Design car_sensor_encoder_flat, sky130hd; sources not shown.
Fig. 1: the metal 3 layer
Drawn at 8 px/um.
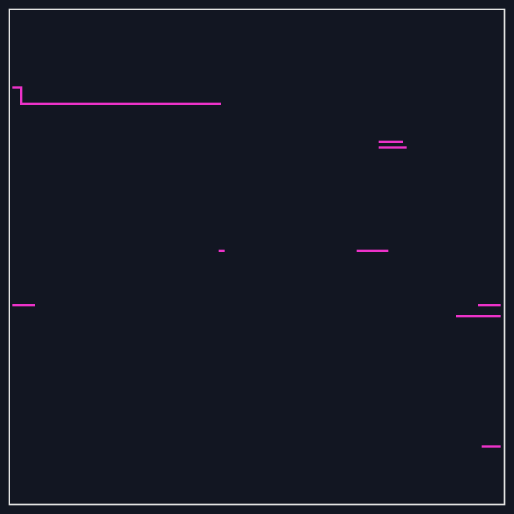
share of all routed wire = 2.3%
longest straight run = 24.8 um
wire length on this layer = 50.1 um
nets with wire on the layer = 8
main direction = horizontal
met3 usage: 2.48%
vias: 985
final WL: 2.23 mm

Fig. 2: wiring heat map
Drawn at 6 px/um. The die is cut into 12 by 12 equal tiles; black is low, pale yellow is high, scaled to the fullest tile. Values are wire area over tile area, all layers added.
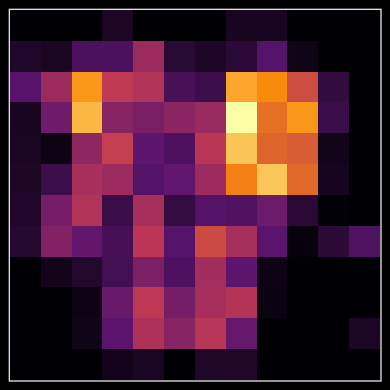
mean over tiles = 0.089
fullest tile = 0.40
emptiest ninth of the die = south-east
DR WL/cell: 11.5 um
gr usage total: 14.3%

==> results.txt <==
Data arrival time of the worst path: 1.76 ns
Core area: 3100 um^2
Cts repair resizes: 0
Final Skew: 0.00420 ns
Setup Viol. Count Final: 0
Global-route wire length before repair: 4.02 mm
N_diodes: 0
Final worst-path cycle share: 93.3%
TritonRoute pass-1 iters: 4
Largest net degree at the start of global routing: 16
Seq share, synth: 40.6%
Crit Path Max Fanout: 15
OpenROAD warnings: 30
Clock Sinks: 27
Startpoint types: flip-flop
Status: completed
DR iter-0 viols: 49
Combinational gate area: 729 um^2
Htree depth: 1
HPWL Detailed: 1.67 mm
Die Ht: 61.7 um
I/O Buffers: 6
Largest area contributor in the netlist: dfxtp_1
Die X-Extent: 61.7 um
Synth Instances: 146
Fill count: 317
Mapped Area: 1330 um^2
Inst Count DP: 190
# DRC: 0
Max reg flops: 16
Slew @ Worst Pin: 0.504 ns
Reg clk slew, reported paths: 0.14 ns
Biggest area cells: dfxtp_1 (41%), xor2_1 (7.2%), nor2_1 (6.8%)
[metrics by stage]
step	setup slack (ns)	total power, W
3_5_place_dp	0.513	0.000798
5_1_grt	0.0529	0.00104
4_1_cts	0.132	0.000990
2_1_floorplan	0.809	0.000764
3_3_place_gp	0.532	0.000795
6_report	0.161	0.000976
[cell families after synthesis]
group                    count (synthesis)  share of synthesized area (%)
AND-OR/OR-AND                           17                           9.95
AND/OR/NAND/NOR                         70                           28.7
flip-flops                              27                           40.6
buffers and inverters                   10                           4.69
XOR/XNOR                                14                           9.20
other                                    1                          0.281
adder cells (fa/ha/maj)                  7                           6.57
[synthesized netlist by cell type (all sizes together) (2+ instances only)]
cell / number
nor3b: 4
buf: 6
a2111oi: 2
nor2: 24
xor2: 11
a21oi: 2
or3: 2
a31oi: 2
nand3: 15
and3: 4
inv: 4
nor3: 4
dfxtp: 27
a21boi: 2
ha: 7
xnor2: 3
nand2: 7
nor4b: 2
o21ai: 4
and2: 4
[critical path, cell delays in order, from the launching register on]
cell and delay (ns):
dfxtp_1 0.47, or3_4 0.44, clkdlybuf4s50_1 0.55
[power by group]
part	internal (W)	switching, W	total [W]	leakage [nW]
clock network	0.0000649	0.000123	0.000188	0.0150
registers	0.000475	0.0000697	0.000545	0.219
logic	0.000138	0.000105	0.000243	0.267
[layout make-up]
type                    instances  area share [%]
multi-input cells             109            51.1
clock buffers                   4            1.84
well taps                      44            3.86
repair buffers                  6            4.21
flip-flops and latches         27            37.9
inverters                       4            1.05
[placed cells by master, fill, tap and decap left out, types with 2 or more instances in the layout]
cell	count
ha_1	7
and2_1	4
o21ai_0	2
xnor2_1	3
and3_1	4
dfxtp_1	27
xor2_1	11
a31oi_1	2
nor2_1	24
nor4b_2	2
nand2_1	7
inv_1	3
clkdlybuf4s50_1	6
clkbuf_4	3
nor3b_1	4
o21ai_1	2
nor3_1	4
nand3_2	2
a21boi_0	2
nand3_1	13
[routing by layer]
layer / global-route usage (%) / vias to the layer above / part of all wire (%)
li1: - / 507 / -
met1: 18.5 / 465 / 47
met2: 23.9 / 11 / 50
met3: 2.48 / 2 / 2.2
met4: 5.47 / 0 / 0.81
met5: 0 / - / 0
Power figures rest on the tool's default switching activity, not on a simulated workload.
